==> src/rtl/shift_add_multiplier_if.sv <==
// Handshake and operand/result bundle for shift_add_multiplier.
// The in_R addend exists only when MUL_ADD_REM_EN is defined.
interface shift_add_multiplier_if #(
   parameter int unsigned WIDTH = 10
);
   logic               start;
   logic [WIDTH-1:0]   in_A;
   logic [WIDTH-1:0]   in_B;
`ifdef MUL_ADD_REM_EN
   logic [WIDTH-1:0]   in_R;
`endif
   logic               busy;
   logic               done;
   logic               ovf;
   logic [2*WIDTH-1:0] p_out;

   modport master (
      output start,
      output in_A,
      output in_B,
`ifdef MUL_ADD_REM_EN
      output in_R,
`endif
      input  busy,
      input  done,
      input  ovf,
      input  p_out
   );

   modport slave (
      input  start,
      input  in_A,
      input  in_B,
`ifdef MUL_ADD_REM_EN
      input  in_R,
`endif
      output busy,
      output done,
      output ovf,
      output p_out
   );
endinterface

==> src/rtl/shift_add_multiplier.sv <==
// Sequential unsigned shift-add multiplier, one iteration per clock: P = A*B.
// With MUL_ADD_REM_EN defined the accumulator starts at in_R, giving P = A*B + R.
module shift_add_multiplier #(
   parameter int unsigned WIDTH = 10
) (
   input  logic                   clk,
   input  logic                   sclr,
   shift_add_multiplier_if.slave  bus
);
   localparam int unsigned CNT_W = $clog2(WIDTH + 1);
   localparam logic [CNT_W-1:0] CNT_LAST = CNT_W'(WIDTH - 1);

   typedef enum logic [1:0] {
      S_IDLE,
      S_CALC,
      S_DONE
   } state_t;

   state_t               state_q;
   logic [WIDTH:0]       acc_q;
   logic [WIDTH-1:0]     q_q;
   logic [WIDTH-1:0]     b_q;
   logic [CNT_W-1:0]     cnt_q;
   logic                 busy_q;
   logic                 done_q;
   logic                 ovf_q;
   logic [2*WIDTH-1:0]   p_q;

   logic [WIDTH:0]       sum_d;
   logic [WIDTH:0]       acc_d;
   logic [WIDTH-1:0]     q_d;
   logic [WIDTH:0]       acc_init;

`ifdef MUL_ADD_REM_EN
   assign acc_init = {1'b0, bus.in_R};
`else
   assign acc_init = '0;
`endif

   // Acc stays below 2^WIDTH after every shift, so the WIDTH+1 bit sum never wraps.
   always_comb begin
      sum_d = acc_q;
      if (q_q[0]) begin
         sum_d = acc_q + {1'b0, b_q};
      end
      acc_d = {1'b0, sum_d[WIDTH:1]};
      q_d   = {sum_d[0], q_q[WIDTH-1:1]};
   end

   always_ff @(posedge clk) begin
      if (sclr) begin
         state_q <= S_IDLE;
         acc_q   <= '0;
         q_q     <= '0;
         b_q     <= '0;
         cnt_q   <= '0;
         busy_q  <= 1'b0;
         done_q  <= 1'b0;
         ovf_q   <= 1'b0;
         p_q     <= '0;
      end else begin
         case (state_q)
            S_IDLE: begin
               done_q <= 1'b0;
               if (bus.start) begin
                  b_q     <= bus.in_B;
                  q_q     <= bus.in_A;
                  acc_q   <= acc_init;
                  cnt_q   <= '0;
                  busy_q  <= 1'b1;
                  p_q     <= '0;
                  ovf_q   <= 1'b0;
                  state_q <= S_CALC;
               end
            end
            S_CALC: begin
               acc_q <= acc_d;
               q_q   <= q_d;
               cnt_q <= cnt_q + CNT_W'(1);
               // Result registers load from the final iteration's next-state values.
               if (cnt_q == CNT_LAST) begin
                  state_q <= S_DONE;
                  busy_q  <= 1'b0;
                  done_q  <= 1'b1;
                  p_q     <= {acc_d[WIDTH-1:0], q_d};
                  ovf_q   <= |acc_d[WIDTH-1:0];
               end
            end
            S_DONE: begin
               done_q  <= 1'b0;
               state_q <= S_IDLE;
            end
            default: begin
               state_q <= S_IDLE;
            end
         endcase
      end
   end

   assign bus.busy  = busy_q;
   assign bus.done  = done_q;
   assign bus.ovf   = ovf_q;
   assign bus.p_out = p_q;
endmodule

==> src/flat_wrapper.sv <==
// flat-port wrapper written by rule: the top's interface ports become plain ports
module shift_add_multiplier_flat 
#(
   parameter int unsigned WIDTH = 10
)
  (clk, sclr, bus_start, bus_in_A, bus_in_B, bus_busy, bus_done, bus_ovf, bus_p_out);
  shift_add_multiplier_if #(.WIDTH(WIDTH)) bus_i ();
  input  logic clk;
  input  logic sclr;
  input wire logic [$bits(bus_i.start)-1:0] bus_start;
  input wire logic [$bits(bus_i.in_A)-1:0] bus_in_A;
  input wire logic [$bits(bus_i.in_B)-1:0] bus_in_B;
  output wire logic [$bits(bus_i.busy)-1:0] bus_busy;
  output wire logic [$bits(bus_i.done)-1:0] bus_done;
  output wire logic [$bits(bus_i.ovf)-1:0] bus_ovf;
  output wire logic [$bits(bus_i.p_out)-1:0] bus_p_out;
  assign bus_i.start = bus_start;
  assign bus_i.in_A = bus_in_A;
  assign bus_i.in_B = bus_in_B;
  assign bus_busy = bus_i.busy;
  assign bus_done = bus_i.done;
  assign bus_ovf = bus_i.ovf;
  assign bus_p_out = bus_i.p_out;
  shift_add_multiplier #(.WIDTH(WIDTH)) u_core (.clk(clk), .sclr(sclr), .bus(bus_i));
endmodule
==> config.mk <==
export PLATFORM = sky130hd
export DESIGN_NAME = shift_add_multiplier_flat
export DESIGN_NICKNAME = d
export VERILOG_FILES = /design/src/rtl/shift_add_multiplier_if.sv /design/src/rtl/shift_add_multiplier.sv /design/src/flat_wrapper.sv
export SDC_FILE = /design/constraint.sdc
export NUM_CORES = 1
export LEC_CHECK = 0
export CAP_MARGIN = 0
export CORE_ASPECT_RATIO = 1.75
export CORE_MARGIN = 2
export CORE_UTILIZATION = 57
export DETAILED_ROUTE_END_ITERATION = 10
export PLACE_DENSITY_LB_ADDON = 0.3
export SYNTH_ARGS = -nofsm -noshare
export SYNTH_HDL_FRONTEND = slang
export SYNTH_SLANG_ARGS = --single-unit
==> constraint.sdc <==
create_clock -name clk -period 5.5 [get_ports clk]
set_input_delay 1.1 -clock clk [delete_from_list [all_inputs] [get_ports clk]]
set_output_delay 1.1 -clock clk [all_outputs]
set_load 0.05 [all_outputs]
m3.png
Scale bar: 20 um.
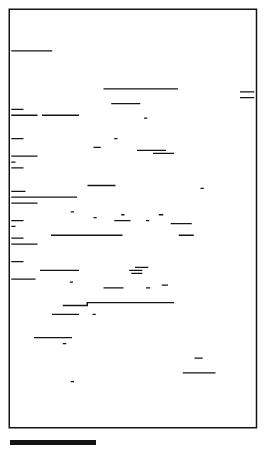
wire length on this layer = 232 um
main direction = horizontal
nets with wire on the layer = 38
longest straight run = 20.0 um
met3 usage: 0.0575
WL final: 6.91 mm
via count: 2569

gates.png
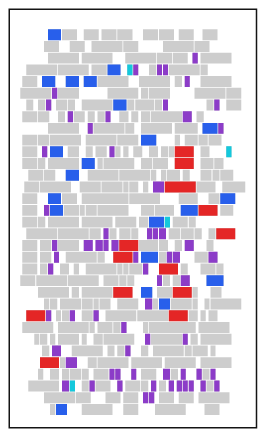
inv cells -> cyan  # cells 4
non-inverting ao/oa cells -> blue  # cells 21
nand cells -> purple  # cells 66
fa/ha/maj cells -> red  # cells 13
Comb/total area: 0.432
Finished Layout Cells: 420
most frequent logic cell in the layout: dfxtp_1

ff_map.png
Other sequential cells in the stronger gray, the rest of the logic in the fainter gray.
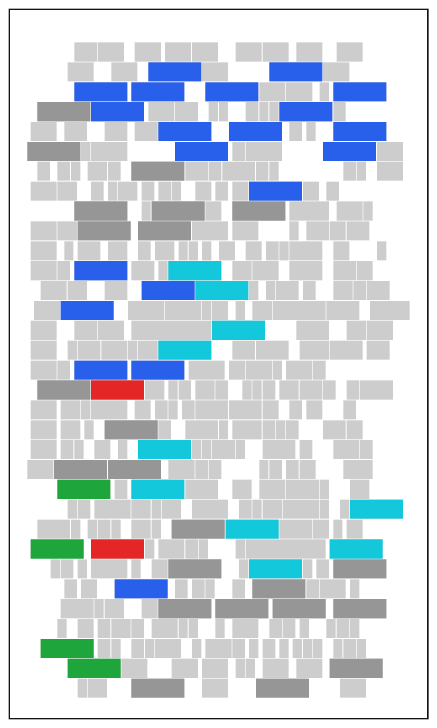
u_core.cnt_q -> green  # sequential cells 4, where south-west
u_core.acc_q -> cyan  # sequential cells 10
u_core.state_q -> red  # sequential cells 2
u_core.bus.p_out -> blue  # sequential cells 20
not colored = 23

==> impl_metrics.toml <==
# implementation run metrics
[run_status]
status = "finished clean"

[global_route]
grt_max_degree = 26
antenna_found_initial = 0
grt_pass1_wl_mm = 11.7
grt_busiest_layer = "met2"
gr-usage-met1 = 0.277
grt_usage = 0.266
use_met2 = 0.480
grt_pass1_vias = 2594

[floorplanning]
io_pins = 46
fp_util = 0.597
nWellTaps = 52

[sta]
fin_skew_ps = 5.73
slew_violations = 0
setup_violations = 0
timing.final.crit_period_ps = 2680
fin_ws_ps = 2820
tightest_slew_ps = 895

[drt]
antenna_left = 0
highest_layer = "met4"
drt-vias-per-instance = 6.12
wl_met2_mm = 3.75
drt-met1-wl_mm = 2.67

[clock_tree]
cts_inserted_buffers = 9
insertion_delay_ps = 330
htree_levels = 3
cts_tree = "done"

[cells_and_area]
nNetsFinal = 399
buffer_area_frac = 0.139
clkbuf_count = 11
logic_gates = 240
n_all_buffers = 49
antennaDiodeCount = 0
largestClassByArea = "multi-input combinational cells"
drive_above_1_share = 0.0951
combGateArea_um2 = 1490
seq_area_um2 = 1180

[yosys]
synth_seq_share = 0.420
synth_top_area_share = 0.420
edf_count = 0
yosysTopAreaCell = "dfxtp_1"
logic_family = "AND-OR/OR-AND gates"
synth_area_per_cell_um2 = 8.64
top_cell = "dfxtp_1"
ys_sh_xor = 0.00312
synth.ff_latch_count = 59
top_cells_by_count = "59 x dfxtp_1, 51 x nand2_1, 37 x a21oi_1"
ys_types = 51
simple_gate_share = 0.201

[placed_design]
dp_slack_ps = 2480
finalWeightedCongestion = 0.887
post-place-cells = 404
port_buffers = 45
hpwl_mm = 4.83

[power]
p_total_mw = 0.993
netSwitchingFraction = 0.237
switching_power_mw = 0.235

[setup_path]
regToRegEndpoint = "u_core.acc_q[7]"
cp-startpoint = "sclr"
worstPathRequired_ps = 5700
crit_arrival_ps = 2880
reg2reg_from = "u_core.acc_q[0]"
critPathKind = "in -> reg"
path_cells = "clkdlybuf4s50_1 -> nor3_2 -> buf_4 -> a22o_2 -> nor4_2 -> a31oi_1"

[min_path]
whs_endpoint = "u_core.bus.p_out[11]"
==> critical path, delay by kind of cell <==
kind / cells / cell delay (ps)
buffers and inverters: 2 / 1080
AOI/OAI and AO/OA: 2 / 390
and+or+nand+nor: 2 / 300
==> sequential cells by signal, summed over array words and instances, names as in the netlist <==
register / flops
u_core.bus.p_out: 20
u_core.acc_q: 10
u_core.b_q: 10
u_core.q_q: 10
u_core.cnt_q: 4
u_core.state_q: 2
u_core.bus.busy: 1
u_core.bus.done: 1
u_core.bus.ovf: 1
==> power groups by stage <==
stage	clock network [mW]	logic (mW)	registers (mW)
4_1_cts	0.445	0.0965	0.453
2_1_floorplan	0	0.0672	0.458
3_3_place_gp	0	0.0927	0.462
5_1_grt	0.467	0.106	0.454
6_report	0.443	0.0966	0.453
3_5_place_dp	0	0.0952	0.462
Power and IR drop assume default switching activity.
